==> src/rtl/vga_timing_pkg.sv <==
// Shared VGA timing defaults (640x480@60) and coordinate type, also used by the graphics path.
package vga_timing_pkg;

    localparam int unsigned CNT_W = 10;

    localparam int unsigned H_DISPLAY_DEF = 640;
    localparam int unsigned H_FRONT_DEF   = 16;
    localparam int unsigned H_SYNC_DEF    = 96;
    localparam int unsigned H_BACK_DEF    = 48;

    localparam int unsigned V_DISPLAY_DEF = 480;
    localparam int unsigned V_FRONT_DEF   = 10;
    localparam int unsigned V_SYNC_DEF    = 2;
    localparam int unsigned V_BACK_DEF    = 33;

    typedef logic [CNT_W-1:0] coord_t;

    function automatic int unsigned line_total(input int unsigned disp, input int unsigned front,
                                               input int unsigned sync, input int unsigned back);
        return disp + front + sync + back;
    endfunction

    localparam int unsigned H_TOTAL = line_total(H_DISPLAY_DEF, H_FRONT_DEF, H_SYNC_DEF, H_BACK_DEF);
    localparam int unsigned V_TOTAL = line_total(V_DISPLAY_DEF, V_FRONT_DEF, V_SYNC_DEF, V_BACK_DEF);

endpackage

==> src/rtl/vga_sync_gen_if.sv <==
// Pixel-coordinate / sync bundle from the timing generator to the RGB path.
interface vga_sync_gen_if;
    import vga_timing_pkg::*;

    logic   p_tick;
    coord_t pixel_x;
    coord_t pixel_y;
    logic   video_on;
    logic   hsync;
    logic   vsync;
    logic   frame_tick;

    modport master (
        output p_tick,
        output pixel_x,
        output pixel_y,
        output video_on,
        output hsync,
        output vsync,
        output frame_tick
    );

    modport slave (
        input p_tick,
        input pixel_x,
        input pixel_y,
        input video_on,
        input hsync,
        input vsync,
        input frame_tick
    );

endinterface

==> src/rtl/mod_m_counter.sv <==
// Enabled modulo-M counter; exposes its next value so callers can register decodes with zero skew.
module mod_m_counter #(
    parameter int unsigned M     = 4,
    parameter int unsigned Width = 2
) (
    input  logic             clk,
    input  logic             reset,
    input  logic             en_i,
    output logic [Width-1:0] count_o,
    output logic [Width-1:0] count_next_o,
    output logic             wrap_o
);

    localparam logic [Width-1:0] Last = Width'(M - 1);

    if (M < 1 || M > (1 << Width)) begin : g_bad_m
        $error("mod_m_counter: M does not fit in Width bits");
    end

    logic [Width-1:0] count_q;
    logic [Width-1:0] count_d;

    // Terminal count, not gated by the enable.
    assign wrap_o = (count_q == Last);

    always_comb begin
        count_d = count_q;
        if (en_i) begin
            count_d = wrap_o ? '0 : count_q + Width'(1);
        end
    end

    always_ff @(posedge clk) begin
        if (reset) begin
            count_q <= '0;
        end else begin
            count_q <= count_d;
        end
    end

    assign count_o      = count_q;
    assign count_next_o = count_d;

endmodule

==> src/rtl/vga_sync_gen.sv <==
// VGA timing generator: pixel divider, h/v counters, registered syncs and frame strobe.
module vga_sync_gen
    import vga_timing_pkg::*;
#(
    parameter int unsigned CLK_DIV   = 4,
    parameter int unsigned H_DISPLAY = H_DISPLAY_DEF,
    parameter int unsigned H_FRONT   = H_FRONT_DEF,
    parameter int unsigned H_SYNC    = H_SYNC_DEF,
    parameter int unsigned H_BACK    = H_BACK_DEF,
    parameter int unsigned V_DISPLAY = V_DISPLAY_DEF,
    parameter int unsigned V_FRONT   = V_FRONT_DEF,
    parameter int unsigned V_SYNC    = V_SYNC_DEF,
    parameter int unsigned V_BACK    = V_BACK_DEF,
    parameter bit          SYNC_POL  = 1'b0
) (
    input  logic           clk,
    input  logic           reset,
    vga_sync_gen_if.master vga
);

    localparam int unsigned H_TOTAL_P = line_total(H_DISPLAY, H_FRONT, H_SYNC, H_BACK);
    localparam int unsigned V_TOTAL_P = line_total(V_DISPLAY, V_FRONT, V_SYNC, V_BACK);
    localparam int unsigned DivW      = (CLK_DIV > 1) ? $clog2(CLK_DIV) : 1;

    localparam coord_t HDisp   = coord_t'(H_DISPLAY);
    localparam coord_t VDisp   = coord_t'(V_DISPLAY);
    localparam coord_t HsFirst = coord_t'(H_DISPLAY + H_FRONT);
    localparam coord_t HsLast  = coord_t'(H_DISPLAY + H_FRONT + H_SYNC - 1);
    localparam coord_t VsFirst = coord_t'(V_DISPLAY + V_FRONT);
    localparam coord_t VsLast  = coord_t'(V_DISPLAY + V_FRONT + V_SYNC - 1);

    if (CLK_DIV < 1) begin : g_bad_div
        $error("vga_sync_gen: CLK_DIV must be at least 1");
    end
    if (H_TOTAL_P > 1024) begin : g_bad_h
        $error("vga_sync_gen: horizontal total exceeds 1024");
    end
    if (V_TOTAL_P > 1024) begin : g_bad_v
        $error("vga_sync_gen: vertical total exceeds 1024");
    end

    logic [DivW-1:0] div_cnt;
    logic [DivW-1:0] div_cnt_next;
    logic            p_tick;
    logic            h_wrap;
    logic            v_wrap;
    coord_t          h_cnt;
    coord_t          h_cnt_next;
    coord_t          v_cnt;
    coord_t          v_cnt_next;

    logic hsync_q;
    logic hsync_d;
    logic vsync_q;
    logic vsync_d;

    mod_m_counter #(
        .M     (CLK_DIV),
        .Width (DivW)
    ) u_div (
        .clk          (clk),
        .reset        (reset),
        .en_i         (1'b1),
        .count_o      (div_cnt),
        .count_next_o (div_cnt_next),
        .wrap_o       (p_tick)
    );

    mod_m_counter #(
        .M     (H_TOTAL_P),
        .Width (CNT_W)
    ) u_h (
        .clk          (clk),
        .reset        (reset),
        .en_i         (p_tick),
        .count_o      (h_cnt),
        .count_next_o (h_cnt_next),
        .wrap_o       (h_wrap)
    );

    mod_m_counter #(
        .M     (V_TOTAL_P),
        .Width (CNT_W)
    ) u_v (
        .clk          (clk),
        .reset        (reset),
        .en_i         (p_tick & h_wrap),
        .count_o      (v_cnt),
        .count_next_o (v_cnt_next),
        .wrap_o       (v_wrap)
    );

    // The divider state is only needed through its wrap strobe.
    logic unused_div;
    assign unused_div = ^{div_cnt, div_cnt_next};

    // Decode from next-state counters so the registered syncs move on the same edge as pixel_x/y.
    always_comb begin
        hsync_d = ~SYNC_POL;
        vsync_d = ~SYNC_POL;
        if (h_cnt_next >= HsFirst && h_cnt_next <= HsLast) begin
            hsync_d = SYNC_POL;
        end
        if (v_cnt_next >= VsFirst && v_cnt_next <= VsLast) begin
            vsync_d = SYNC_POL;
        end
    end

    always_ff @(posedge clk) begin
        if (reset) begin
            hsync_q <= ~SYNC_POL;
            vsync_q <= ~SYNC_POL;
        end else begin
            hsync_q <= hsync_d;
            vsync_q <= vsync_d;
        end
    end

    assign vga.p_tick     = p_tick;
    assign vga.pixel_x    = h_cnt;
    assign vga.pixel_y    = v_cnt;
    assign vga.video_on   = (h_cnt < HDisp) && (v_cnt < VDisp);
    assign vga.hsync      = hsync_q;
    assign vga.vsync      = vsync_q;
    assign vga.frame_tick = p_tick & h_wrap & v_wrap;

endmodule
==> src/flat_wrapper.sv <==
// flat-port wrapper written by rule: the top's interface ports become plain ports
module vga_sync_gen_flat import vga_timing_pkg::*;
#(
    parameter int unsigned CLK_DIV   = 4,
    parameter int unsigned H_DISPLAY = H_DISPLAY_DEF,
    parameter int unsigned H_FRONT   = H_FRONT_DEF,
    parameter int unsigned H_SYNC    = H_SYNC_DEF,
    parameter int unsigned H_BACK    = H_BACK_DEF,
    parameter int unsigned V_DISPLAY = V_DISPLAY_DEF,
    parameter int unsigned V_FRONT   = V_FRONT_DEF,
    parameter int unsigned V_SYNC    = V_SYNC_DEF,
    parameter int unsigned V_BACK    = V_BACK_DEF,
    parameter bit          SYNC_POL  = 1'b0
)
  (clk, reset, vga_p_tick, vga_pixel_x, vga_pixel_y, vga_video_on, vga_hsync, vga_vsync, vga_frame_tick);
  vga_sync_gen_if vga_i ();
  input  logic clk;
  input  logic reset;
  output wire logic [$bits(vga_i.p_tick)-1:0] vga_p_tick;
  output wire logic [$bits(vga_i.pixel_x)-1:0] vga_pixel_x;
  output wire logic [$bits(vga_i.pixel_y)-1:0] vga_pixel_y;
  output wire logic [$bits(vga_i.video_on)-1:0] vga_video_on;
  output wire logic [$bits(vga_i.hsync)-1:0] vga_hsync;
  output wire logic [$bits(vga_i.vsync)-1:0] vga_vsync;
  output wire logic [$bits(vga_i.frame_tick)-1:0] vga_frame_tick;
  assign vga_p_tick = vga_i.p_tick;
  assign vga_pixel_x = vga_i.pixel_x;
  assign vga_pixel_y = vga_i.pixel_y;
  assign vga_video_on = vga_i.video_on;
  assign vga_hsync = vga_i.hsync;
  assign vga_vsync = vga_i.vsync;
  assign vga_frame_tick = vga_i.frame_tick;
  vga_sync_gen #(.CLK_DIV(CLK_DIV), .H_DISPLAY(H_DISPLAY), .H_FRONT(H_FRONT), .H_SYNC(H_SYNC), .H_BACK(H_BACK), .V_DISPLAY(V_DISPLAY), .V_FRONT(V_FRONT), .V_SYNC(V_SYNC), .V_BACK(V_BACK), .SYNC_POL(SYNC_POL)) u_core (.clk(clk), .reset(reset), .vga(vga_i));
endmodule
==> config.mk <==
export PLATFORM = sky130hd
export DESIGN_NAME = vga_sync_gen_flat
export DESIGN_NICKNAME = d
export VERILOG_FILES = /design/src/rtl/vga_timing_pkg.sv /design/src/rtl/vga_sync_gen_if.sv /design/src/rtl/mod_m_counter.sv /design/src/rtl/vga_sync_gen.sv /design/src/flat_wrapper.sv
export SDC_FILE = /design/constraint.sdc
export NUM_CORES = 1
export LEC_CHECK = 0
export ABC_AREA = 1
export CAP_MARGIN = 10
export CORE_ASPECT_RATIO = 0.8
export CORE_MARGIN = 3
export CORE_UTILIZATION = 51
export CTS_CLUSTER_SIZE = 14
export DETAILED_ROUTE_END_ITERATION = 10
export HOLD_SLACK_MARGIN = 0.1
export MAX_ROUTING_LAYER = met4
export PLACE_DENSITY = 0.79
export SYNTH_ARGS = -nofsm -noshare
export SYNTH_HDL_FRONTEND = slang
export SYNTH_SLANG_ARGS = --single-unit
==> constraint.sdc <==
create_clock -name clk -period 1.9 [get_ports clk]
set_input_delay 0.38 -clock clk [delete_from_list [all_inputs] [get_ports clk]]
set_output_delay 0.38 -clock clk [all_outputs]
set_load 0.1 [all_outputs]
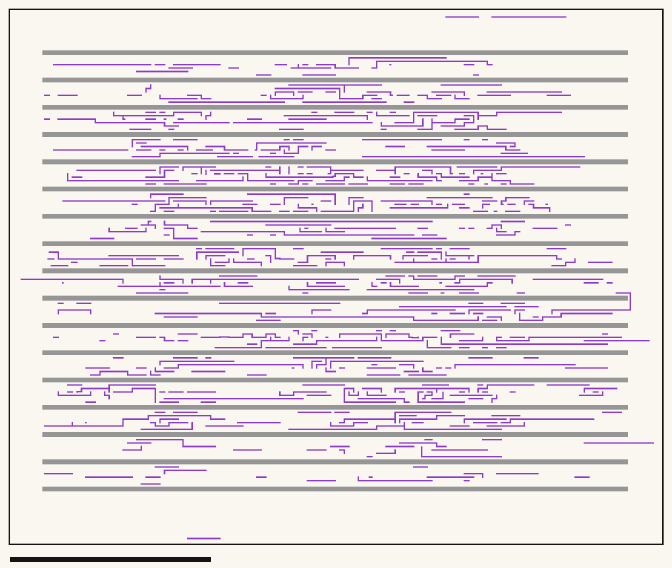
**Above:** the metal 1 layer.
The bar under the picture is 20 um long. Supply wires on this layer in grey.
share of all routed wire: 41%
longest straight run: 22.1 um
main direction: horizontal

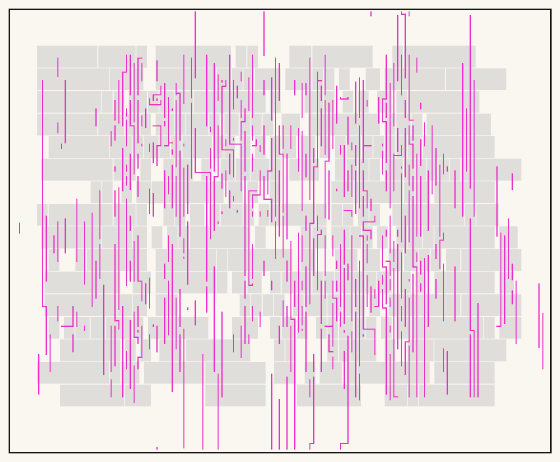
**Above:** metal 2.
Cells faint in the background.
share of all routed wire: 46%
main direction: vertical
wire length on this layer: 1880 um
longest straight run: 27.2 um
nets with wire on the layer: 226

==> impl_metrics.csv <==
group,metric,value,unit
status,status,"complete, but fails checks",
status,violations,"negative setup slack",
worst_hold_path,whs_path_depth,1,
worst_hold_path,hold_end,"u_core.u_div.count_o[0]",
power,sw_frac_of_total,25.9,%
power,cellPowerDensity,378,nW/um^2
layout,nNetsFinal,266,
global_routing,met3_usage,5.73,%
clocking,cts_setup_buffers,5,
die,die_x,65.0,um
clocking,cts_hold_buf,0,
flow_run,drv_cap,0,
layout,mi_logic_area,890,sq um
worst_setup_path,crit-reg2reg-launch,"u_core.u_div.count_o[0]",
route,ant_nets,0,
flow_run,warnings,31,
layout,mostFrequentLayoutCells,"nand2_1, nor2_1, inv_1, buf_12, nand3_1",
die,coreArea,2540,sq um
layout,lay_top_count,"nand2_1",
synth,numSynthFlops,24,
worst_setup_path,critPathSlowestCell,"dfxtp_4",
timing,max_slew_margin,76.7,%
synth,synth_seq_share,33.8,%
timing,slew_viol_final,0,
worst_setup_path,r2r_cells,8,
synth,ff_type,"dfxtp_1",
global_routing,grt_pass1_vias,1482,
layout,inverters,31,
die,io_pins,27,
layout,nFillCells,150,
synth,synth_area,1420,sq um
timing,fmax,503,MHz
route,wl_met1,1.68,mm
timing,rsz0062_at_grt,"yes",
route,vias_per_cell,5.51,
timing,hold_violations,0,
layout,n_antenna_cell,0,
worst_hold_path,worstHoldPathType,"flip-flop to flip-flop",
worst_setup_path,critPathArrivalTime,1.61,ns
timing,finalClockSkew,0.0164,ns
worst_setup_path,crit_buf_inv,3,
power,power_switching,208,uW
power,ir_drop,371,uV
power,power.total,804,uW
layout,nClkBuffers,3,
layout,fin_area,2130,sq um
global_routing,grt_use_met1,34.7,%
die,dieArea,3460,sq um
route,wl_met2,1.88,mm
layout,num-nonclk-buffers,33,
worst_hold_path,worst_hold_startpoint,"u_core.u_div.count_o[0]",
clocking,clkTransAtPathRegs,0.12,ns
worst_setup_path,r2r_end,"u_core.vga.hsync",
die,die-height,53.2,um
global_routing,grt_usage,26.5,%
clocking,cts_tree,"yes",
clocking,ctsResizeCount,11,
layout,sh_comb_area,41.8,%
worst_setup_path,worstSetupPathType,"flip-flop to output pin",
worst_setup_path,critPathMaxStageDelay,0.37,ns
synth,ys_cells,225,
placed_design,dp_slack,0.146,ns
global_routing,grt_pass1_wl,6.76,mm
power,pwr-share-comb,10.0,%
clocking,htreeDepth,1,
synth,largest_area_cell,"dfxtp_1",
worst_setup_path,start_kind,"flip-flop",
layout,comb.multi_input.count,167,
synth,yosysWarningCount,0,
layout,syn2layout_area_growth,49.8,%
timing,max_slew.worst_pin.slew,0.349,ns
synth,ys_area,1420,sq um
worst_setup_path,end_kind,"output pin",
timing,setup_viol,1,
power,leakagePower,0.903,nW
worst_setup_path,cp_num_cells,7,
power,p_seq,496,uW
placed_design,place_area,2020,sq um
power,seqPwrFrac,61.7,%
synth,xor_share,3.70,%
synth,common_cells,"nand2_1, nor2_1, inv_1, dfxtp_1, nand3_1",
clocking,cts_buffers,3,
clocking,clock-sinks,24,
timing,period_used_share,105,%
layout,sh_seq_area,25.6,%
synth,synth.logic.top_family,"simple AND/OR/NAND/NOR gates",
layout,finalNonFillerCells,295,
synth,aoi_share,5.90,%
clocking,cts_buffer_depth,2,
worst_setup_path,crit_fanout,2,
synth,top_cell_area_share,33.8,%
route,maxUsedRoutingLayer,"met4",
worst_setup_path,crit_family,"simple AND/OR/NAND/NOR gates",
synth,most_common_cell,"nand2_1",
route,firstDrtPassIters,4,
global_routing,antenna_found_initial,0,
route,routedWlPerCell,13.8,um
die,initCoreUtil,55.9,%
global_routing,grt-busiest-layer,"met2",
synth,edf_count,0,
clocking,insertion_delay,0.32,ns
layout,register_area,544,sq um
power,internal_power,596,uW
timing,tns,-0.0900,ns
layout,layout.nonclk_buf_share,23.5,%
layout,utilization,83.8,%
power,power-top-group,"sequential cells",
timing,fin_hold_ws,0.443,ns
timing,worst_slack,-0.0900,ns
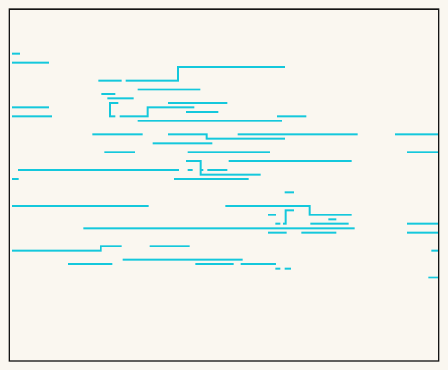
**Above:** M3 wires.
main direction: horizontal
longest straight run: 40.9 um
share of all routed wire: 11%
Post-Route WL: 4.06 mm
DR vias: 1624

Power and IR drop assume default switching activity.
